Placement by cell class:
Bar = 50 um.
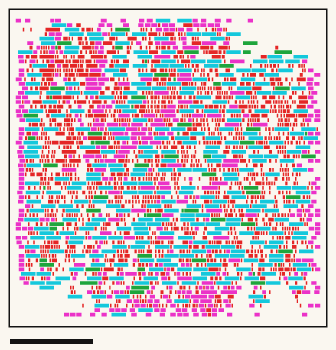
Wire density map:
Bar = 50 um. 38 x 38 tiles, from dark purple (low) to yellow (high), scaled to the fullest tile. Values are wire area over tile area, all layers added.
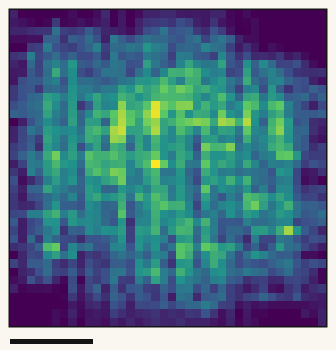
Routing congestion:
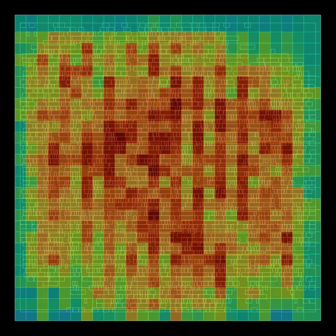
`src/rtl/sysarr_collect_if.sv`:
```
// rtl/sysarr_collect_if.sv - row-major C element stream between the collector and its consumer
interface sysarr_collect_if #(
    parameter int n = 31
);
    logic         out_valid;
    logic         out_ready;
    logic [n:0]   out_data;
    logic [1:0]   out_row;
    logic [1:0]   out_col;

    modport master (
        output out_valid,
        output out_data,
        output out_row,
        output out_col,
        input  out_ready
    );

    modport slave (
        input  out_valid,
        input  out_data,
        input  out_row,
        input  out_col,
        output out_ready
    );
endinterface

```
`src/rtl/sysarr_collect.sv`:
```
// rtl/sysarr_collect.sv - samples skewed sysarr result lanes into a 3x3 C and streams it row-major (SYSARR_COLLECT_ACC_EN: accumulate)
module sysarr_collect #(
    parameter int n   = 31,
    parameter int LAT = 6
) (
    input  logic              clock,
    input  logic              reset_n,
    input  logic              start,
    input  logic [n:0]        c53,
    input  logic [n:0]        c54,
    input  logic [n:0]        c55,
    input  logic [n:0]        c45,
    input  logic [n:0]        c35,
`ifdef SYSARR_COLLECT_ACC_EN
    input  logic              acc_clr,
`endif
    sysarr_collect_if.master  stream,
    output logic              busy,
    output logic              done,
    output logic              start_err
);

    typedef enum logic [1:0] {
        IDLE    = 2'd0,
        WAIT    = 2'd1,
        CAPTURE = 2'd2,
        DRAIN   = 2'd3
    } state_t;

    // WAIT lasts LAT-1 cycles, so its counter stops at LAT-2; LAT=1 skips WAIT
    localparam logic [5:0] WAIT_LAST = (LAT > 1) ? 6'(LAT - 2) : 6'd0;

    state_t      state_q, state_d;
    logic [5:0]  cnt_q, cnt_d;
    logic [3:0]  idx_q, idx_d;
    logic        done_q, done_d;
    logic        err_q;

    logic [n:0]  mem   [9];
    logic [n:0]  lane  [9];
    logic [8:0]  wr_en;

    // Each C element always comes from the lane of its own diagonal
    assign lane[0] = c55;
    assign lane[1] = c45;
    assign lane[2] = c35;
    assign lane[3] = c54;
    assign lane[4] = c55;
    assign lane[5] = c45;
    assign lane[6] = c53;
    assign lane[7] = c54;
    assign lane[8] = c55;

    always_comb begin
        wr_en = '0;
        if (state_q == CAPTURE) begin
            case (cnt_q)
                6'd0: wr_en[0] = 1'b1;
                6'd1: begin wr_en[1] = 1'b1; wr_en[3] = 1'b1; end
                6'd2: begin wr_en[2] = 1'b1; wr_en[6] = 1'b1; end
                6'd3: wr_en[4] = 1'b1;
                6'd4: begin wr_en[5] = 1'b1; wr_en[7] = 1'b1; end
                6'd6: wr_en[8] = 1'b1;
                default: wr_en = '0;
            endcase
        end
    end

    always_comb begin
        state_d = state_q;
        cnt_d   = cnt_q;
        idx_d   = idx_q;
        done_d  = 1'b0;
        case (state_q)
            IDLE: begin
                if (start) begin
                    cnt_d   = '0;
                    idx_d   = '0;
                    state_d = (LAT == 1) ? CAPTURE : WAIT;
                end
            end
            WAIT: begin
                if (cnt_q == WAIT_LAST) begin
                    cnt_d   = '0;
                    state_d = CAPTURE;
                end else begin
                    cnt_d = cnt_q + 6'd1;
                end
            end
            CAPTURE: begin
                if (cnt_q == 6'd6) begin
                    cnt_d   = '0;
                    idx_d   = '0;
                    state_d = DRAIN;
                end else begin
                    cnt_d = cnt_q + 6'd1;
                end
            end
            DRAIN: begin
                if (stream.out_ready) begin
                    if (idx_q == 4'd8) begin
                        idx_d   = '0;
                        done_d  = 1'b1;
                        state_d = IDLE;
                    end else begin
                        idx_d = idx_q + 4'd1;
                    end
                end
            end
            default: state_d = IDLE;
        endcase
    end

    always_ff @(posedge clock or negedge reset_n) begin
        if (!reset_n) begin
            state_q <= IDLE;
            cnt_q   <= '0;
            idx_q   <= '0;
            done_q  <= 1'b0;
            err_q   <= 1'b0;
        end else begin
            state_q <= state_d;
            cnt_q   <= cnt_d;
            idx_q   <= idx_d;
            done_q  <= done_d;
            if (start && state_q != IDLE) begin
                err_q <= 1'b1;
            end
        end
    end

    always_ff @(posedge clock or negedge reset_n) begin
        if (!reset_n) begin
            for (int k = 0; k < 9; k++) begin
                mem[k] <= '0;
            end
        end else begin
`ifdef SYSARR_COLLECT_ACC_EN
            for (int k = 0; k < 9; k++) begin
                if (state_q == IDLE && acc_clr) begin
                    mem[k] <= '0;
                end else if (wr_en[k]) begin
                    mem[k] <= mem[k] + lane[k];
                end
            end
`else
            for (int k = 0; k < 9; k++) begin
                if (wr_en[k]) begin
                    mem[k] <= lane[k];
                end
            end
`endif
        end
    end

    always_comb begin
        stream.out_row = 2'd0;
        stream.out_col = 2'd0;
        if (state_q == DRAIN) begin
            case (idx_q)
                4'd0: begin stream.out_row = 2'd0; stream.out_col = 2'd0; end
                4'd1: begin stream.out_row = 2'd0; stream.out_col = 2'd1; end
                4'd2: begin stream.out_row = 2'd0; stream.out_col = 2'd2; end
                4'd3: begin stream.out_row = 2'd1; stream.out_col = 2'd0; end
                4'd4: begin stream.out_row = 2'd1; stream.out_col = 2'd1; end
                4'd5: begin stream.out_row = 2'd1; stream.out_col = 2'd2; end
                4'd6: begin stream.out_row = 2'd2; stream.out_col = 2'd0; end
                4'd7: begin stream.out_row = 2'd2; stream.out_col = 2'd1; end
                4'd8: begin stream.out_row = 2'd2; stream.out_col = 2'd2; end
                default: begin stream.out_row = 2'd0; stream.out_col = 2'd0; end
            endcase
        end
    end

    assign stream.out_valid = (state_q == DRAIN);
    assign stream.out_data  = (state_q == DRAIN && idx_q < 4'd9) ? mem[idx_q] : '0;
    assign busy             = (state_q != IDLE);
    assign done             = done_q;
    assign start_err        = err_q;

endmodule

```
`src/flat_wrapper.sv`:
```
// flat-port wrapper written by rule: the top's interface ports become plain ports
module sysarr_collect_flat 
#(
    parameter int n   = 31,
    parameter int LAT = 6
)
  (clock, reset_n, start, c53, c54, c55, c45, c35, busy, done, start_err, stream_out_valid, stream_out_data, stream_out_row, stream_out_col, stream_out_ready);
  sysarr_collect_if #(.n(n)) stream_i ();
  input  logic clock;
  input  logic reset_n;
  input  logic start;
  input  logic [n:0] c53;
  input  logic [n:0] c54;
  input  logic [n:0] c55;
  input  logic [n:0] c45;
  input  logic [n:0] c35;
  output logic busy;
  output logic done;
  output logic start_err;
  output wire logic [$bits(stream_i.out_valid)-1:0] stream_out_valid;
  output wire logic [$bits(stream_i.out_data)-1:0] stream_out_data;
  output wire logic [$bits(stream_i.out_row)-1:0] stream_out_row;
  output wire logic [$bits(stream_i.out_col)-1:0] stream_out_col;
  input wire logic [$bits(stream_i.out_ready)-1:0] stream_out_ready;
  assign stream_out_valid = stream_i.out_valid;
  assign stream_out_data = stream_i.out_data;
  assign stream_out_row = stream_i.out_row;
  assign stream_out_col = stream_i.out_col;
  assign stream_i.out_ready = stream_out_ready;
  sysarr_collect #(.n(n), .LAT(LAT)) u_core (.clock(clock), .reset_n(reset_n), .start(start), .c53(c53), .c54(c54), .c55(c55), .c45(c45), .c35(c35), .stream(stream_i), .busy(busy), .done(done), .start_err(start_err));
endmodule
```
`config.mk`:
```
export PLATFORM = sky130hd
export DESIGN_NAME = sysarr_collect_flat
export DESIGN_NICKNAME = d
export VERILOG_FILES = /design/src/rtl/sysarr_collect_if.sv /design/src/rtl/sysarr_collect.sv /design/src/flat_wrapper.sv
export SDC_FILE = /design/constraint.sdc
export NUM_CORES = 1
export LEC_CHECK = 0
export ABC_AREA = 1
export CAP_MARGIN = 20
export CORE_MARGIN = 3
export CORE_UTILIZATION = 45
export CTS_CLUSTER_DIAMETER = 100
export DETAILED_ROUTE_END_ITERATION = 8
export HOLD_SLACK_MARGIN = 0.02
export MAX_ROUTING_LAYER = met4
export PLACE_DENSITY_LB_ADDON = 0.2
export SETUP_SLACK_MARGIN = 0.2
export SYNTH_ARGS = -nofsm -noshare
export SYNTH_HDL_FRONTEND = slang
export SYNTH_SLANG_ARGS = --single-unit
```
`constraint.sdc`:
```
create_clock -name clock -period 1.9 [get_ports clock]
set_clock_uncertainty 0.05 [all_clocks]
set_input_delay 0.285 -clock clock [delete_from_list [all_inputs] [get_ports clock]]
set_output_delay 0.285 -clock clock [all_outputs]
set_load 0.02 [all_outputs]
```
==> impl_metrics.py <==
# Metrics from the implementation run
metrics = {
    "grt": {
        "grt.overflow.total": 0,
        "grt_pass1_vias": 14669,
        "grt_pass1_wl_um": 77900,
        "grt_max_degree": 87,
    },
    "place": {
        "placedInstanceArea_mm2": 0.0190,
        "post-place-ws_ns": -0.598,
        "portBuffers": 203,
    },
    "power_and_ir_drop": {
        "p_clk_mw": 7.00,
        "p_per_area_mw_per_mm2": 1520,
        "ir_drop_uv": 1070,
        "power.group.top": "combinational cells",
        "power_mw": 34.9,
        "switching_share_pct": 39.8,
        "switchingPower_mw": 13.9,
        "p_seq_share_pct": 30.2,
        "powerSeq_mw": 10.5,
    },
    "routing": {
        "first_iter_violations": 1438,
        "ant_nets": 0,
        "wirelength_um": 55700,
        "wl_met2_um": 27500,
        "wl_met3_um": 3740,
        "topRoutingLayerUsed": "met4",
        "drc": 0,
        "first_pass_iters": 7,
    },
    "clock_tree": {
        "htree_num_levels": 2,
        "cts_max_path_buffers": 3,
        "clkTransAtPathRegs_ns": 0.06,
        "cts_tree": "built",
    },
    "cells_and_area": {
        "lay_top_cells": "nand2_1 (535), inv_1 (397), dfrtp_1 (300)",
        "reg_top3": "u_core.mem (288), u_core.cnt_q (6), u_core.idx_q (4)",
        "fillers": 2572,
        "mostFrequentLayoutCell": "nand2_1",
        "largest-register": "u_core.mem",
        "diodes": 0,
        "nets": 2620,
    },
    "synth": {
        "ys_seq_share_pct": 49.6,
        "ys_sh_simple_pct": 24.6,
        "syn_nets": 2289,
        "netlist_area_mm2": 0.0152,
        "synthTopLogicFamily": "simple AND/OR/NAND/NOR gates",
        "synth_adder_area_share_pct": 1.15,
        "ys_sh_mux_pct": 0,
        "ys_sh_aoi_pct": 11.0,
    },
    "worst_setup_path": {
        "worstSetupEndpointType": "output pin",
        "rr_startpoint": "u_core.state_q[1]$_DFFE_PN0P_",
        "critical_path_cell_count": 10,
        "cpLargestDelayFamily": "flip-flops",
        "cp.buffers_inverters": 3,
        "critPathLaunch": "u_core.idx_q[0]$_DFFE_PN0P_",
        "reg2reg_depth": 13,
        "cp_slowest_stage_delay_ns": 0.56,
        "cp-start-kind": "flip-flop",
    },
    "sta": {
        "fin_crit_ns": 2.53,
        "max-slew-margin-rel_pct": 70.8,
        "layout_setup_ws_ns": -0.632,
        "finalMaxSlewViolations": 0,
        "finalSetupViolCount": 312,
    },
    "status": {
        "failed_checks": "negative setup slack",
        "status": "complete, but fails checks",
    },
    "floorplan": {
        "fp_util_pct": 46.2,
        "fp.dieW_um": 190,
    },
    "worst_hold_path": {
        "min_path_type": "input pin to asynchronous set/reset pin",
    },
}
Notes on 'placement by cell class' above:
legend:
  red:
    class: remaining logic cells
    cells: 1696
    share_of_their_area: 39%
  green:
    class: clock drivers and dummy loads
    cells: 61
    share_of_their_area: 5.3%
  magenta:
    class: remaining buffers and delay cells
    cells: 406
    share_of_their_area: 22%
  cyan:
    class: sequential cells
    cells: 302
    share_of_their_area: 34%
Std-Cell Rows: 66
Core Region: 0.0329 mm^2
design area: 0.0230 mm^2
fin util: 69.7%
flop share of the area: 32.9%

Notes on 'wire density map' above:
densest ninth of the die: middle
tiles over half the peak: 24%
mean over tiles: 0.26
nearly empty tiles: 8.2%
emptiest ninth of the die: bottom left
total track usage: 28.5%
via count: 15183

Notes on 'routing congestion' above:
layer with the highest usage: met2
grt met2 use: 48.0%
met1 GRT Util: 34.0%
grt met3 use: 2.99%

repair_timing:
action                                  4_1_cts  5_1_grt
setup buffers                                24       10
cloned                                       14       27
gates resized                               397      297
hold buffers                                  1        0
endpoints found under the hold margin       202        0
endpoints found under the setup margin      323      340
pin swaps                                    35       50
cell usage after synthesis:
| cell | count | area share, % |
|---|---|---|
| nor4_4 | 1 | 0.14 |
| nor2_1 | 78 | 1.9 |
| buf_1 | 17 | 0.42 |
| nand3b_1 | 1 | 0.049 |
| nand4_1 | 2 | 0.082 |
| nor2_2 | 2 | 0.082 |
| xnor2_1 | 1 | 0.058 |
| buf_2 | 51 | 1.7 |
| o211ai_1 | 1 | 0.049 |
| clkbuf_1 | 44 | 1.1 |
| nand3_2 | 1 | 0.066 |
| nand2_1 | 706 | 17 |
| xor2_1 | 3 | 0.17 |
| o21ai_0 | 153 | 5.0 |
| nor3_1 | 1 | 0.033 |
| o21bai_1 | 1 | 0.049 |
| nand3_1 | 139 | 4.6 |
| clkbuf_2 | 1 | 0.033 |
| inv_1 | 404 | 10 |
| nand4_2 | 1 | 0.082 |
| buf_4 | 2 | 0.099 |
| a21oi_1 | 101 | 3.3 |
| o21ai_1 | 77 | 2.5 |
| inv_2 | 4 | 0.099 |
| or2_2 | 1 | 0.041 |
| dfrtp_1 | 302 | 50 |
| ha_1 | 14 | 1.2 |
| nor3_4 | 1 | 0.11 |
| a211oi_1 | 1 | 0.049 |
layout make-up:
cell class | instances | area, um^2 | area share [%]
clock buffer | 52 | 1060 | 4.62
timing repair buffer | 406 | 4830 | 21.0
inverter | 408 | 1550 | 6.74
timing repair inverter | 1 | 8.76 | 0.0381
multi-input combinational | 1287 | 7290 | 31.7
clock inverter | 9 | 123 | 0.534
sequential | 302 | 7560 | 32.9
tap | 442 | 553 | 2.41
